Figure 1. The clock network.
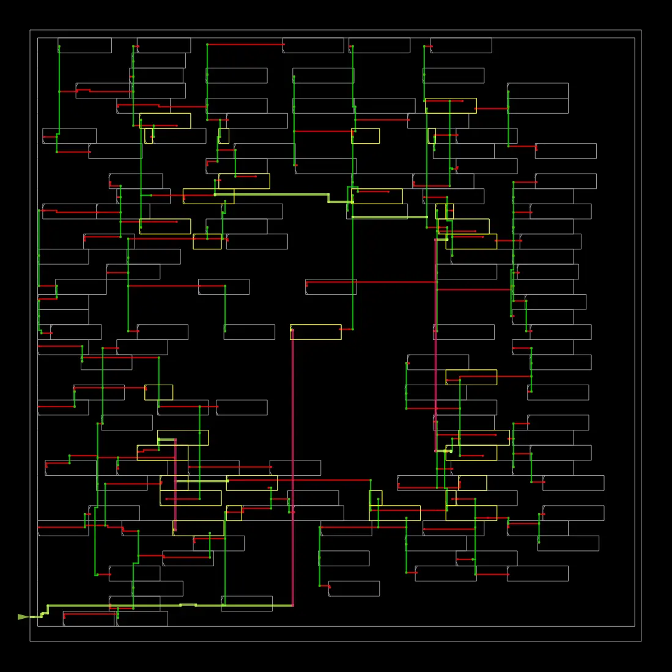
Figure 2. Pin placement.
Scale: 2 px per micron. Pins as bars across the die edge, other pins in gray.
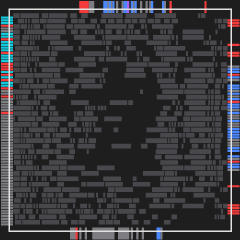
Figure 3. Routed clock nets over the placement.
Scale: 4 px per micron.
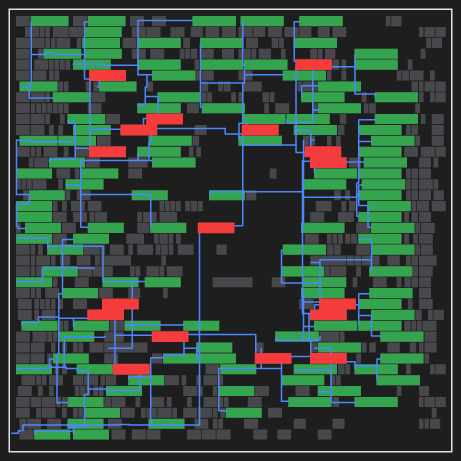
Figure 4. Cell classes on the final placement.
Scale: 3 px per micron. Fill, decap, tap and diode cells in gray.
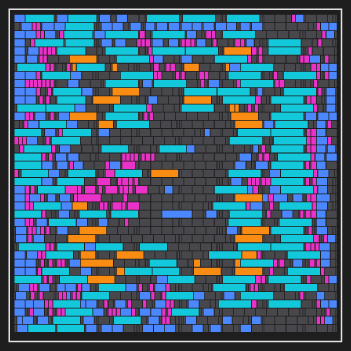
Figure 5. M2 wires.
Scale: 3 px per micron.
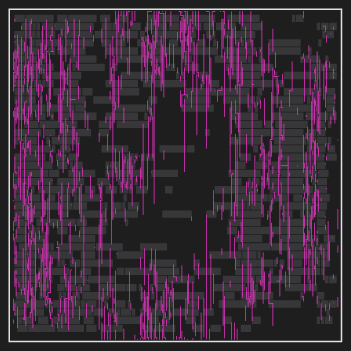
**config.mk**
```make
export PLATFORM = sky130hd
export DESIGN_NAME = biset_initiator
export DESIGN_NICKNAME = d
export VERILOG_FILES = /design/src/rtl/biset_initiator.sv
export SDC_FILE = /design/constraint.sdc
export NUM_CORES = 1
export LEC_CHECK = 0
export ABC_AREA = 1
export CORE_UTILIZATION = 39
export CTS_CLUSTER_DIAMETER = 60
export CTS_CLUSTER_SIZE = 14
export DETAILED_ROUTE_END_ITERATION = 12
export GPL_TIMING_DRIVEN = 0
export PLACE_DENSITY = 0.84
export SLEW_MARGIN = 20
export SYNTH_ARGS = -nofsm -noshare
export SYNTH_HDL_FRONTEND = slang
export SYNTH_SLANG_ARGS = --single-unit
```
**constraint.sdc**
```tcl
create_clock -name clk_i -period 2.3 [get_ports clk_i]
set_input_delay 0.23 -clock clk_i [delete_from_list [all_inputs] [get_ports clk_i]]
set_output_delay 0.23 -clock clk_i [all_outputs]
set_load 0.02 [all_outputs]
```
**src/rtl/biset_initiator.sv**
```systemverilog
// BiSet configuration bus initiator.
//   BiSet         : bus types (control, write data, reply) and the reply-data accessor.
//   biset_initiator
//     clk_i, rst_ni            clock, async active-low reset
//     req_valid_i/req_ready_o  request handshake; req_write_i, req_addr_i, req_wdata_i
//     rsp_valid_o/rsp_ready_i  read-response handshake; rsp_rdata_o
//     setCtrl_o, setWrite_o    registered bus control / write data (one cycle per access)
//     setReply_i               OR-combined responder replies, valid two cycles after accept
//     busy_o                   a read is in flight or buffered
package BiSet;
  typedef struct packed {
    logic [31:0] addr;
    logic        we;
  } biSetCtrl;

  typedef logic [31:0] biSetData;

  typedef struct packed {
    logic [31:0] data;
  } biSetReply;

  function automatic logic [31:0] reply_data(input biSetReply r);
    return r.data;
  endfunction
endpackage

module biset_initiator #(
  parameter int             AW        = 16,
  parameter logic [AW-1:0]  IDLE_ADDR = {AW{1'b1}},
  parameter int             RSP_DEPTH = 2
) (
  input  logic             clk_i,
  input  logic             rst_ni,
  input  logic             req_valid_i,
  output logic             req_ready_o,
  input  logic             req_write_i,
  input  logic [AW-1:0]    req_addr_i,
  input  logic [31:0]      req_wdata_i,
  output logic             rsp_valid_o,
  input  logic             rsp_ready_i,
  output logic [31:0]      rsp_rdata_o,
  output BiSet::biSetCtrl  setCtrl_o,
  output BiSet::biSetData  setWrite_o,
  input  BiSet::biSetReply setReply_i,
  output logic             busy_o
);
  localparam int CW = $clog2(RSP_DEPTH + 1);
  localparam int PW = $clog2(RSP_DEPTH);

  logic                       live;      // low in reset, high from the first edge after release
  logic [1:0]                 vld_pipe;  // [0] read in S1, [1] read in S2
  logic [CW-1:0]              cnt;
  logic [PW-1:0]              wr_ptr, rd_ptr;
  logic [RSP_DEPTH-1:0][31:0] mem;
  logic [CW:0]                used;
  logic                       accept, push, pop;

  function automatic logic [PW-1:0] ptr_nxt(input logic [PW-1:0] p);
    return (p == PW'(RSP_DEPTH - 1)) ? '0 : p + 1'b1;
  endfunction

  // Every read in flight holds a FIFO slot in reserve, so a push can never
  // find the FIFO full. Writes stall with reads to keep the channel in order.
  assign used        = {{CW{1'b0}}, vld_pipe[0]} + {{CW{1'b0}}, vld_pipe[1]} + {1'b0, cnt};
  assign req_ready_o = live && (used < (CW+1)'(RSP_DEPTH));
  assign accept      = req_valid_i && req_ready_o;
  assign push        = vld_pipe[1];
  assign rsp_valid_o = (cnt != '0);
  assign pop         = rsp_valid_o && rsp_ready_i;
  assign rsp_rdata_o = rsp_valid_o ? mem[rd_ptr] : '0;
  assign busy_o      = (vld_pipe != 2'b00) || (cnt != '0);

  // Bus drive stage: one cycle per access, back to idle otherwise.
  always_ff @(posedge clk_i or negedge rst_ni) begin
    if (!rst_ni) begin
      live           <= 1'b0;
      vld_pipe       <= '0;
      setCtrl_o.addr <= 32'(IDLE_ADDR);
      setCtrl_o.we   <= 1'b0;
      setWrite_o     <= '0;
    end else begin
      live     <= 1'b1;
      vld_pipe <= {vld_pipe[0], accept && !req_write_i};
      if (accept) begin
        setCtrl_o.addr <= 32'(req_addr_i);
        setCtrl_o.we   <= req_write_i;
        setWrite_o     <= req_write_i ? req_wdata_i : '0;
      end else begin
        setCtrl_o.addr <= 32'(IDLE_ADDR);
        setCtrl_o.we   <= 1'b0;
        setWrite_o     <= '0;
      end
    end
  end

  // Response FIFO control.
  always_ff @(posedge clk_i or negedge rst_ni) begin
    if (!rst_ni) begin
      cnt    <= '0;
      wr_ptr <= '0;
      rd_ptr <= '0;
    end else begin
      if (push) wr_ptr <= ptr_nxt(wr_ptr);
      if (pop)  rd_ptr <= ptr_nxt(rd_ptr);
      case ({push, pop})
        2'b10:   cnt <= cnt + 1'b1;
        2'b01:   cnt <= cnt - 1'b1;
        default: cnt <= cnt;
      endcase
    end
  end

  // Storage needs no reset: the output is masked while empty.
  always_ff @(posedge clk_i) begin
    if (push) mem[wr_ptr] <= BiSet::reply_data(setReply_i);
  end
endmodule

```
==> results_slide.txt <==
Flow Results at a Glance

Status
  – Outcome: complete, no violations

Cells and area
  – Non-clock buffering overhead: 0.2709
  – Multi-input gate share of total cell area: 0.1339
  – Total area of sequential cells: 3343 sq um
  – Count of clock-net buffers in the final layout: 26
  – Clk cell area share: 0.08319
  – Signal inverters: 28
  – Growth of design area from synthesis to finish: 55.08%

Setup path
  – Worst Reg2Reg Path Length in Cells: 6
  – Worst reg2reg path endpoint: setCtrl_o[12]$_DFF_PN1_
  – Startpoint class of the critical path: flop
  – Endpoint arrival time on the critical path: 1950 ps
  – Register-to-register setup slack: 800 ps
  – Required time of the critical path: 2070 ps
  – Crit Path Category: flop to output port
  – Nature of the critical path endpoint: output port

CTS
  – Deepest clock path buffer count: 2
  – TritonCTS clock tree: done
  – Maximum level of the CTS H-tree: 4
  – Total CTS buffers: 17
  – Post-CTS setup repair buffer count: 0
  – Clk root buf: sky130_fd_sc_hd__clkbuf_16
  – Count of hold-fix buffers inserted at cts: 1

Place
  – GPL Wtd Cong: 0.7822

Floorplan
  – Starting utilization of the core area: 0.4001
  – Die area: 12150 sq um
  – Ports placed on the boundary: 185

Pwr
  – Net switching power: 2.338 mW
  – Worst ir drop on vdd: 0.6755 mV
  – Design internal power: 5.059 mW
  – Power per Cell Area: 1044 nW/um^2
  – Final Total Pwr: 7.397 mW
  – Sequential group share of total power: 0.343

Final timing
  – Share of the cycle needed by the critical path after routing: 0.9484
  – Highest clock frequency the design can meet: 458.5 MHz
  – Max-slew headroom at the worst pin: 0.4995
  – Aggregate negative setup slack: 0 ps
  – Final hold slack: 125.4 ps
  – Slew at the pin closest to its max-slew limit: 749.7 ps
  – Count of endpoints failing setup in the final report: 0

Drt
  – WL met3: 1.122 mm
  – Post-detailed-route count of antenna-violating nets: 0
  – Pre-Repair DR Iteration Count: 4
  – Highest metal layer with signal wires: met4
  – DRT met1 WL: 3.886 mm
  – DRT iter0 DRCs: 110
  – Detailed-route wire length per cell: 13.66 microns
  – Sum of routed wire length over all layers: 10.18 mm

GRT
  – GR Layer Usage met3: 0.09583
  – Global Route met2 Usage: 0.3000
  – Maximum number of pins on one net before global-route repair: 57
  – Number of antenna violations at the first check in global routing: 0
  – First-pass GRT wire length: 15.70 mm
  – Layer with the highest usage after global routing: met2

Yosys
  – Synthesized chip area reported by yosys: 4568 sq um
  – Post-synthesis instance total: 386
  – Number of cell instances after yosys synthesis: 386
  – Tally of yosys warning messages: 0
  – Number of enable-type register cells in the synthesized netlist: 64
  – Asr flop ratio synth: 0.4667
  – Prevailing post-synth register cell: sky130_fd_sc_hd__edfxtp_1
  – Synth unique cells: 22

Min path
  – Worst hold endpoint: setWrite_o[3]$_DFF_PN0_
Back to the opening pictures, Figure 1:
CTS sink cnt: 120
Seq Cell Count: 120
Worst Skew: 12.67 ps

Back to the opening pictures, Figure 2:
cyan -> req_addr_i  # pins 16, direction input, edge west
blue -> rsp_rdata_o  # pins 32, direction output, edge 20 east, 10 north, 2 south
red -> setCtrl_o  # pins 33, direction output, edge 14 east, 11 west, 7 north, 1 south
purple -> rsp_valid_o  # pins 1, direction output, edge north
all pins by edge = 77 west, 48 east, 30 south, 30 north
die width: 110.2 microns
number of buffers inserted by port buffering: 167
die y size: 110.2 microns

Back to the opening pictures, Figure 3:
blue -> clock wires  # length 1480 microns
green -> flip-flops  # count 120
red -> clock-net drivers  # count 17
flops lie = widely spread
routed clock nets = 18
part of the total power dissipated in the clock network: 0.347
clk latency late pin: 400 ps
power in the clock group: 2.57 mW

Back to the opening pictures, Figure 4:
orange -> clock drivers and dummy loads  # cells 32
cyan -> sequential cells  # cells 120
blue -> remaining buffers and delay cells  # cells 203
magenta -> remaining logic cells  # cells 247
final core utilization: 0.6204
area of all placed cells without fillers: 7084 sq um
Core Area: 11420 sq um
Core Rows: 39
flip-flop and latch share of the layout cell area: 0.4719

Back to the opening pictures, Figure 5:
main direction = vertical
longest straight run = 54.1 microns
share of all routed wire = 50%

worst max-delay path: stages, from the launching register on:
cell,delay [ps]
sky130_fd_sc_hd__dfrtp_1,350
sky130_fd_sc_hd__buf_4,160
sky130_fd_sc_hd__inv_1,180
sky130_fd_sc_hd__nand2_1,70
sky130_fd_sc_hd__a21oi_1,140
sky130_fd_sc_hd__clkdlybuf4s50_1,650
per-stage QoR:
step / std cells / setup WS (ps)
2_1_floorplan: 401 / 62.49
3_3_place_gp: 711 / -731.1
3_5_place_dp: 712 / 260.0
4_1_cts: 745 / 3.062
5_1_grt: 745 / 7.227
6_report: 745 / 118.8
synthesized netlist by cell type, types with 2 or more instances:
cell type / n / area share
sky130_fd_sc_hd__conb_1: 2 / 0.0016
sky130_fd_sc_hd__buf_6: 4 / 0.0099
sky130_fd_sc_hd__edfxtp_1: 64 / 0.42
sky130_fd_sc_hd__dfstp_2: 16 / 0.092
sky130_fd_sc_hd__nor2_4: 2 / 0.0049
sky130_fd_sc_hd__nand2_1: 121 / 0.099
sky130_fd_sc_hd__nor2_1: 37 / 0.030
sky130_fd_sc_hd__inv_1: 28 / 0.023
sky130_fd_sc_hd__buf_4: 20 / 0.033
sky130_fd_sc_hd__dfrtp_1: 40 / 0.22
sky130_fd_sc_hd__a21oi_1: 32 / 0.035
sky130_fd_sc_hd__clkbuf_1: 4 / 0.0033
sky130_fd_sc_hd__ha_1: 2 / 0.0055
sky130_fd_sc_hd__buf_2: 6 / 0.0066
worst max path at each step:
stage | endpoint | slack, ps | cells past startpoint | from
4_1_cts | rsp_rdata_o[7] | 3 | 6 | rd_ptr$_DFFE_PN0P_
5_1_grt | rsp_rdata_o[0] | 7 | 5 | rd_ptr$_DFFE_PN0P_
2_1_floorplan | mem[0]$_DFFE_PP_ | 60 | 2 | vld_pipe[1]$_DFF_PN0_
3_5_place_dp | rsp_rdata_o[24] | 260 | 5 | rd_ptr$_DFFE_PN0P_
3_3_place_gp | mem[17]$_DFFE_PP_ | -730 | 2 | vld_pipe[1]$_DFF_PN0_
6_report | rsp_rdata_o[0] | 120 | 5 | rd_ptr$_DFFE_PN0P_
power by group through the flow:
stage	clock network (mW)	registers, mW	logic (mW)
floorplan	0	2.63	1.27
CTS	2.62	2.54	2.33
detailed placement	0	2.57	2.52
global route	2.74	2.55	2.51
global placement	0	2.57	2.46
finish	2.57	2.54	2.29
cells by family after synthesis:
group / share of synthesized area
buffers and inverters: 0.07559
xor gates and xnor gates: 0.003835
other: 0.001644
DFF: 0.7319
AOI/OAI and AO/OA: 0.03615
and+or+nand+nor: 0.1454
adders and majority gates: 0.005477
flip-flops by register name, summed over array words and instances (netlist names):
signal,count
mem,64
rd_ptr,1
vld_pipe,2
setWrite_o,32
wr_ptr,1
live,1
cnt,2
setCtrl_o,17
cell usage in the layout (no fill, tap or decap), drive strengths merged, types with 29 or more instances in the layout:
cell and n:
dlygate4sd2 30, edfxtp 64, nor2 40, a21oi 32, inv 29, buf 32, clkdlybuf4s50 134, nand2 121
clkbuf 30, dfrtp 40
Power figures rest on the tool's default switching activity, not on a simulated workload.
